## config.mk

```make
export PLATFORM = sky130hd
export DESIGN_NAME = fifo_write_arbiter_flat
export DESIGN_NICKNAME = d
export VERILOG_FILES = /design/src/rtl/fifo_write_arbiter_if.sv /design/src/rtl/fifo_write_arbiter.sv /design/src/flat_wrapper.sv
export SDC_FILE = /design/constraint.sdc
export NUM_CORES = 1
export LEC_CHECK = 0
export CAP_MARGIN = 15
export CORE_UTILIZATION = 25
export DETAILED_ROUTE_END_ITERATION = 12
export PLACE_DENSITY = 0.79
export SETUP_SLACK_MARGIN = 0.05
export SYNTH_ARGS = -nofsm -noshare
export SYNTH_HDL_FRONTEND = slang
export SYNTH_SLANG_ARGS = --single-unit
```

## constraint.sdc

```tcl
create_clock -name clk_i -period 1.59 [get_ports clk_i]
set_clock_uncertainty 0.05 [all_clocks]
set_input_delay 0.159 -clock clk_i [delete_from_list [all_inputs] [get_ports clk_i]]
set_output_delay 0.159 -clock clk_i [all_outputs]
set_load 0.01 [all_outputs]
```

## src/rtl/fifo_write_arbiter_if.sv

```systemverilog
// Producer/FIFO-side bundle of the round-robin FIFO write arbiter.
// lock_i is present only when FIFO_ARB_LOCK_EN is defined.
interface fifo_write_arbiter_if #(
    parameter int N_REQ      = 4,
    parameter int DATA_WIDTH = 32
);
    localparam int ID_W = (N_REQ > 1) ? $clog2(N_REQ) : 1;

    logic [N_REQ-1:0]            req_i;
    logic [N_REQ*DATA_WIDTH-1:0] data_i;
`ifdef FIFO_ARB_LOCK_EN
    logic [N_REQ-1:0]            lock_i;
`endif
    logic [N_REQ-1:0]            accept_o;
    logic [N_REQ-1:0]            gnt_o;
    logic [ID_W-1:0]             gnt_id_o;
    logic                        fifo_full_i;
    logic                        fifo_write_o;
    logic [DATA_WIDTH-1:0]       fifo_wr_data_o;

    // Arbiter side
    modport slave (
`ifdef FIFO_ARB_LOCK_EN
        input  lock_i,
`endif
        input  req_i,
        input  data_i,
        input  fifo_full_i,
        output accept_o,
        output gnt_o,
        output gnt_id_o,
        output fifo_write_o,
        output fifo_wr_data_o
    );

    // Producers plus FIFO side
    modport master (
`ifdef FIFO_ARB_LOCK_EN
        output lock_i,
`endif
        output req_i,
        output data_i,
        output fifo_full_i,
        input  accept_o,
        input  gnt_o,
        input  gnt_id_o,
        input  fifo_write_o,
        input  fifo_wr_data_o
    );
endinterface

```

## src/rtl/fifo_write_arbiter.sv

```systemverilog
// Round-robin arbiter sharing one FIFO write port between N_REQ producers in bursts
// of up to MAX_BURST words. Define FIFO_ARB_LOCK_EN to enable per-owner burst locking.
module fifo_write_arbiter #(
    parameter int N_REQ      = 4,
    parameter int DATA_WIDTH = 32,
    parameter int MAX_BURST  = 4
) (
    input  logic                 clk_i,
    input  logic                 rst_n_i,
    fifo_write_arbiter_if.slave  bus
);
    localparam int ID_W  = (N_REQ > 1) ? $clog2(N_REQ) : 1;
    localparam int CNT_W = $clog2(MAX_BURST + 1);

    typedef enum logic {
        IDLE,
        OWN
    } state_t;

    state_t            state_q, state_d;
    logic [ID_W-1:0]   owner_q, owner_d;
    logic [ID_W-1:0]   rrPtr_q, rrPtr_d;
    logic [CNT_W-1:0]  burstCnt_q, burstCnt_d;

    logic [ID_W-1:0]       winHi, winLo, winner;
    logic                  foundHi, foundLo;
    logic [N_REQ-1:0]      ownerOneHot;
    logic                  ownerReq;
    logic                  ownerLock;
    logic [DATA_WIDTH-1:0] ownerData;
    logic                  limitHit;
    logic                  writeEn;
    logic                  releaseOwn;

    // Round-robin pick: lowest requester at or above rrPtr, else lowest overall.
    always_comb begin
        winHi   = '0;
        winLo   = '0;
        foundHi = 1'b0;
        foundLo = 1'b0;
        for (int k = 0; k < N_REQ; k++) begin
            if (bus.req_i[k] && !foundLo) begin
                foundLo = 1'b1;
                winLo   = ID_W'(k);
            end
            if (bus.req_i[k] && !foundHi && (ID_W'(k) >= rrPtr_q)) begin
                foundHi = 1'b1;
                winHi   = ID_W'(k);
            end
        end
        winner = foundHi ? winHi : winLo;
    end

    always_comb begin
        ownerOneHot = '0;
        ownerReq    = 1'b0;
        ownerLock   = 1'b0;
        ownerData   = '0;
        for (int k = 0; k < N_REQ; k++) begin
            if (owner_q == ID_W'(k)) begin
                ownerOneHot[k] = 1'b1;
                ownerReq       = bus.req_i[k];
                ownerData      = bus.data_i[k*DATA_WIDTH +: DATA_WIDTH];
`ifdef FIFO_ARB_LOCK_EN
                ownerLock      = bus.lock_i[k];
`endif
            end
        end
    end

    // True when the write about to be accepted reaches (or passes) the burst limit.
    assign limitHit = ((CNT_W+1)'(burstCnt_q) + (CNT_W+1)'(1)) >= (CNT_W+1)'(MAX_BURST);

    always_comb begin
        state_d    = state_q;
        owner_d    = owner_q;
        rrPtr_d    = rrPtr_q;
        burstCnt_d = burstCnt_q;
        writeEn    = 1'b0;
        releaseOwn = 1'b0;
        case (state_q)
            IDLE: begin
                if (|bus.req_i) begin
                    owner_d    = winner;
                    burstCnt_d = '0;
                    state_d    = OWN;
                end
            end
            OWN: begin
                writeEn = ownerReq & ~bus.fifo_full_i;
                if (!ownerReq) begin
                    releaseOwn = 1'b1;
                end else if (writeEn) begin
                    // Saturate so a locked owner keeps the limit armed for when lock falls.
                    burstCnt_d = limitHit ? CNT_W'(MAX_BURST) : burstCnt_q + CNT_W'(1);
                    if (limitHit && !ownerLock) begin
                        releaseOwn = 1'b1;
                    end
                end
                if (releaseOwn) begin
                    state_d    = IDLE;
                    burstCnt_d = '0;
                    rrPtr_d    = (owner_q == ID_W'(N_REQ - 1)) ? '0 : owner_q + ID_W'(1);
                end
            end
            default: begin
                state_d = IDLE;
            end
        endcase
    end

    always_ff @(posedge clk_i or negedge rst_n_i) begin
        if (!rst_n_i) begin
            state_q    <= IDLE;
            owner_q    <= '0;
            rrPtr_q    <= '0;
            burstCnt_q <= '0;
        end else begin
            state_q    <= state_d;
            owner_q    <= owner_d;
            rrPtr_q    <= rrPtr_d;
            burstCnt_q <= burstCnt_d;
        end
    end

    assign bus.gnt_o          = (state_q == OWN) ? ownerOneHot : '0;
    assign bus.gnt_id_o       = (state_q == OWN) ? owner_q : '0;
    assign bus.accept_o       = writeEn ? ownerOneHot : '0;
    assign bus.fifo_write_o   = writeEn;
    assign bus.fifo_wr_data_o = (state_q == OWN) ? ownerData : '0;

endmodule
```

## src/flat_wrapper.sv

```systemverilog
// flat-port wrapper written by rule: the top's interface ports become plain ports
module fifo_write_arbiter_flat 
#(
    parameter int N_REQ      = 4,
    parameter int DATA_WIDTH = 32,
    parameter int MAX_BURST  = 4
)
  (clk_i, rst_n_i, bus_req_i, bus_data_i, bus_fifo_full_i, bus_accept_o, bus_gnt_o, bus_gnt_id_o, bus_fifo_write_o, bus_fifo_wr_data_o);
  fifo_write_arbiter_if #(.N_REQ(N_REQ), .DATA_WIDTH(DATA_WIDTH)) bus_i ();
  input  logic clk_i;
  input  logic rst_n_i;
  input wire logic [$bits(bus_i.req_i)-1:0] bus_req_i;
  input wire logic [$bits(bus_i.data_i)-1:0] bus_data_i;
  input wire logic [$bits(bus_i.fifo_full_i)-1:0] bus_fifo_full_i;
  output wire logic [$bits(bus_i.accept_o)-1:0] bus_accept_o;
  output wire logic [$bits(bus_i.gnt_o)-1:0] bus_gnt_o;
  output wire logic [$bits(bus_i.gnt_id_o)-1:0] bus_gnt_id_o;
  output wire logic [$bits(bus_i.fifo_write_o)-1:0] bus_fifo_write_o;
  output wire logic [$bits(bus_i.fifo_wr_data_o)-1:0] bus_fifo_wr_data_o;
  assign bus_i.req_i = bus_req_i;
  assign bus_i.data_i = bus_data_i;
  assign bus_i.fifo_full_i = bus_fifo_full_i;
  assign bus_accept_o = bus_i.accept_o;
  assign bus_gnt_o = bus_i.gnt_o;
  assign bus_gnt_id_o = bus_i.gnt_id_o;
  assign bus_fifo_write_o = bus_i.fifo_write_o;
  assign bus_fifo_wr_data_o = bus_i.fifo_wr_data_o;
  fifo_write_arbiter #(.N_REQ(N_REQ), .DATA_WIDTH(DATA_WIDTH), .MAX_BURST(MAX_BURST)) u_core (.clk_i(clk_i), .rst_n_i(rst_n_i), .bus(bus_i));
endmodule
```

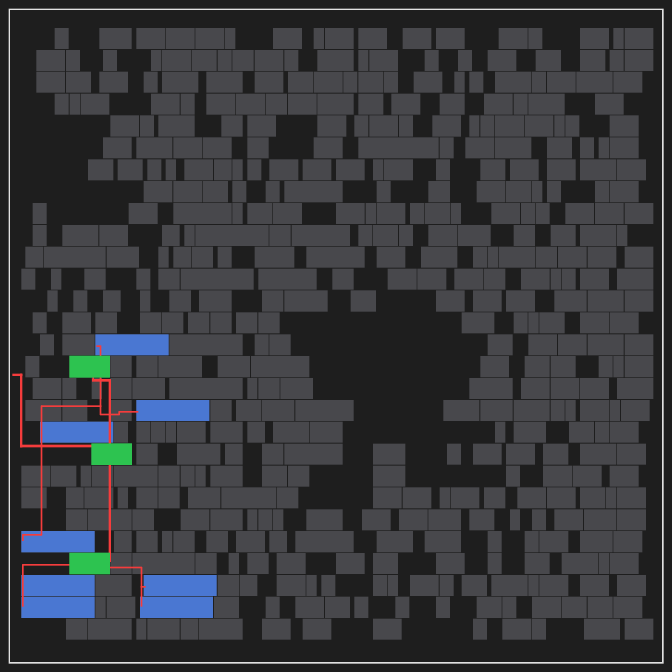
**Above:** clock distribution.
[green] cells driving clock nets | count: 3
[blue] flip-flops | count: 8
[red] clock wires | length: 121 um
routed clock nets: 4
flops lie: south-west

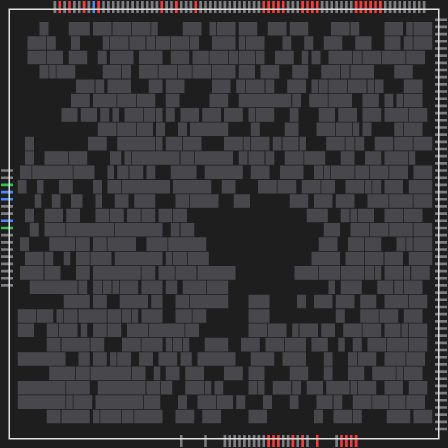
**Above:** pin placement.
Pins as bars across the die edge, other pins in gray.
[green] bus_gnt_id_o | pins: 2 | direction: output | edge: west
[red] bus_fifo_wr_data_o | pins: 32 | direction: output | edge: 22 north, 10 south
[blue] bus_gnt_o | pins: 4 | direction: output | edge: 3 west, 1 north
Die Ht: 81.1 um
Die W: 81.1 um

==> flow_summary_export.csv <==
group,metric,value,unit
floorplanning,die_area,6570,sq um
timing,fin_crit_sh,1.33,
timing,hold_violations,0,
setup_path,crit_start,"u_core.owner_q[0]",
cts,clock_path_buffers,2,
final_layout,drive_above_1_share,0.382,
setup_path,crit_path_start_kind,"register",
timing,finalSetupTns,-18.37,ns
run_status,status,"finished with violations",
setup_path,r2r_start,"u_core.owner_q[0]",
pwr,power.leakage,1.80,nW
global_routing,grt_first_pass_wirelength,13100,um
placed_design,dpl.hpwl,6410,um
cts,ctsHoldBuffers,0,
timing,fmax,473,MHz
timing,drv_slew,0,
yosys,edf_count,0,
placed_design,port_buffers,177,
placed_design,gp_congestion,0.880,
final_layout,lay_top_count,"clkdlybuf4s50_1",
setup_path,critical-path-top-delay-family,"buffers and inverters",
pwr,seqPwrFrac,0.052,
cts,cts_htree_levels,1,
timing,setup_viol,45,
timing,min_period,2.12,ns
cts,cts_buffers,3,
yosys,yosys_most_used_dff,"dfrtp_1",
job,cap_violations,0,
global_routing,first_global_vias,2620,
run_status,violations,"negative setup slack",
setup_path,setup.worst_path.class,"register to output port",
pwr,power.density,1690,nW/um^2
setup_path,max_stage_delay,0.39,ns
timing,timing.final.ws_setup,-0.526,ns
final_layout,lay_top_cells,"clkdlybuf4s50_1 (131), buf_4 (38), buf_2 (37), nand2_1 (36), a22o_1 (32)",
final_layout,fin_nets,595,
yosys,yosys_warnings,0,
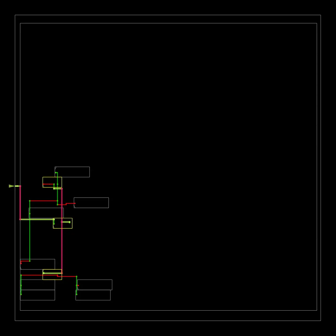
**Above:** clock wiring as the flow saved it.
Latency at later pin: 0.23 ns
clk sinks: 8
Clock Buffer Count: 3
seq_cells: 8
Clock group: 0.000244 W

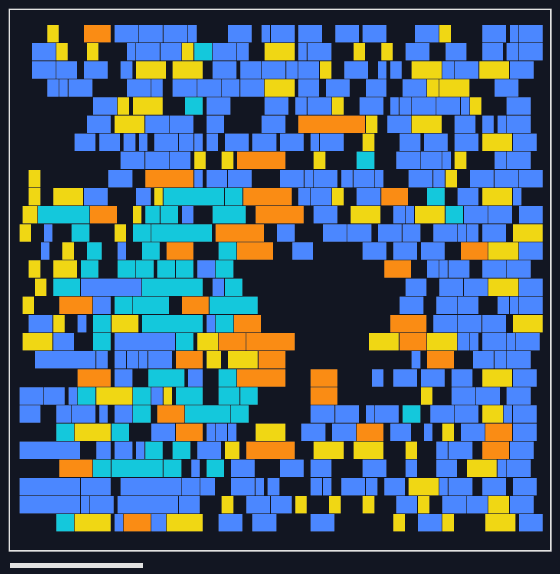
**Above:** cell sizes after repair.
Scale bar: 20 um.
[orange] drive 6 and up | cells: 35
[cyan] drive 3 to 4 | cells: 54
[blue] drive 1 or less | cells: 280
[yellow] drive 2 | cells: 84
P&R area growth vs syn: 170%
Post-Layout Inst Area: 4210 sq um
nonclk buf count: 243
Setup WS post-layout: -0.526 ns

==> state kept, by name (all words and copies together) (netlist names) <==
name               count
u_core.burstCnt_q      3
u_core.owner_q         2
u_core.rrPtr_q         2
u_core.state_q         1
==> cell type report <==
cell class                 instances  area [sq um]
inverter                           9          38.8
clock buffer                       3          41.3
fill                             455          1780
tap                               75          93.8
sequential                         8           200
timing repair buffer             243          2270
multi-input combinational        190          1570
==> power groups by stage <==
| stage | sequential (W) | combinational [W] | clock [W] |
|---|---|---|---|
| floorplan | 0.000375 | 0.00265 | 0 |
| global placement | 0.000359 | 0.00505 | 0 |
| finish | 0.000373 | 0.00652 | 0.000244 |
| detailed placement | 0.000363 | 0.00512 | 0 |
| global route | 0.000389 | 0.00695 | 0.000259 |
| CTS | 0.000367 | 0.00596 | 0.000250 |
==> logic make-up after synthesis <==
kind of cell	after synthesis	synth area share
compound gates	114	0.522
buf+inv	32	0.0817
flops	8	0.128
mux	6	0.0408
simple gates	65	0.187
fa+ha+maj	5	0.0400
==> metal layers <==
layer / vias to the layer above / global-route usage / part of all wire
met5: - / 0 / 0
met4: 0 / 0.0982 / 0.027
met3: 21 / 0.0449 / 0.083
met2: 120 / 0.445 / 0.49
met1: 1290 / 0.317 / 0.40
li1: 1330 / - / -
==> metrics by stage <==
stage	std cells	hold slack [ns]	setup WS, ns	instance area [sq um]	power, W
2_1_floorplan	230	-0.187	-0.204	1640	0.00302
3_3_place_gp	497	0.410	-0.637	3720	0.00541
3_5_place_dp	497	0.424	-0.698	3720	0.00548
4_1_cts	518	0.181	-0.544	4050	0.00658
5_1_grt	528	0.193	-0.600	4210	0.00759
6_report	528	0.165	-0.526	4210	0.00714
==> final timing paths <==
kind / endpoint / slack [ns] / cells after the start
worst max-delay path: bus_fifo_wr_data_o[9] / -0.53 / 10
max in group asynchronous: u_core.burstCnt_q[2] / 1.05 / 1
min in group clk_i: u_core.burstCnt_q[2] / 0.49 / 1
worst min-delay path: u_core.rrPtr_q[0] / 0.17 / 1
worst min register to register: u_core.burstCnt_q[2] / 0.49 / 1
worst max register to register: u_core.rrPtr_q[1] / -0.35 / 7
==> cell usage after synthesis (2+ instances only) <==
| master | number | share of area |
|---|---|---|
| a22o_1 | 32 | 0.18 |
| o2111ai_1 | 2 | 0.011 |
| buf_2 | 6 | 0.019 |
| inv_1 | 9 | 0.022 |
| a22oi_1 | 31 | 0.15 |
| nor4_1 | 4 | 0.016 |
| dfrtp_1 | 8 | 0.13 |
| a21oi_1 | 4 | 0.013 |
| nand2_1 | 38 | 0.091 |
| ha_1 | 5 | 0.040 |
| nor2b_1 | 3 | 0.012 |
| mux2i_1 | 3 | 0.019 |
| and2_1 | 3 | 0.012 |
| o21ai_0 | 33 | 0.11 |
| clkbuf_1 | 16 | 0.038 |
| nand2b_1 | 2 | 0.0080 |
| a211oi_1 | 2 | 0.0096 |
| nor2_1 | 9 | 0.022 |
| mux2_1 | 2 | 0.014 |
==> repair_timing <==
action | in CTS | in global routing
gates resized | 260 | 43
gates cloned | 3 | 0
endpoints found under the setup margin | 51 | 50
pin swaps | 63 | 43
endpoints found under the hold margin | 0 | 0
buffers inserted | 17 | 14
Power figures rest on the tool's default switching activity, not on a simulated workload.
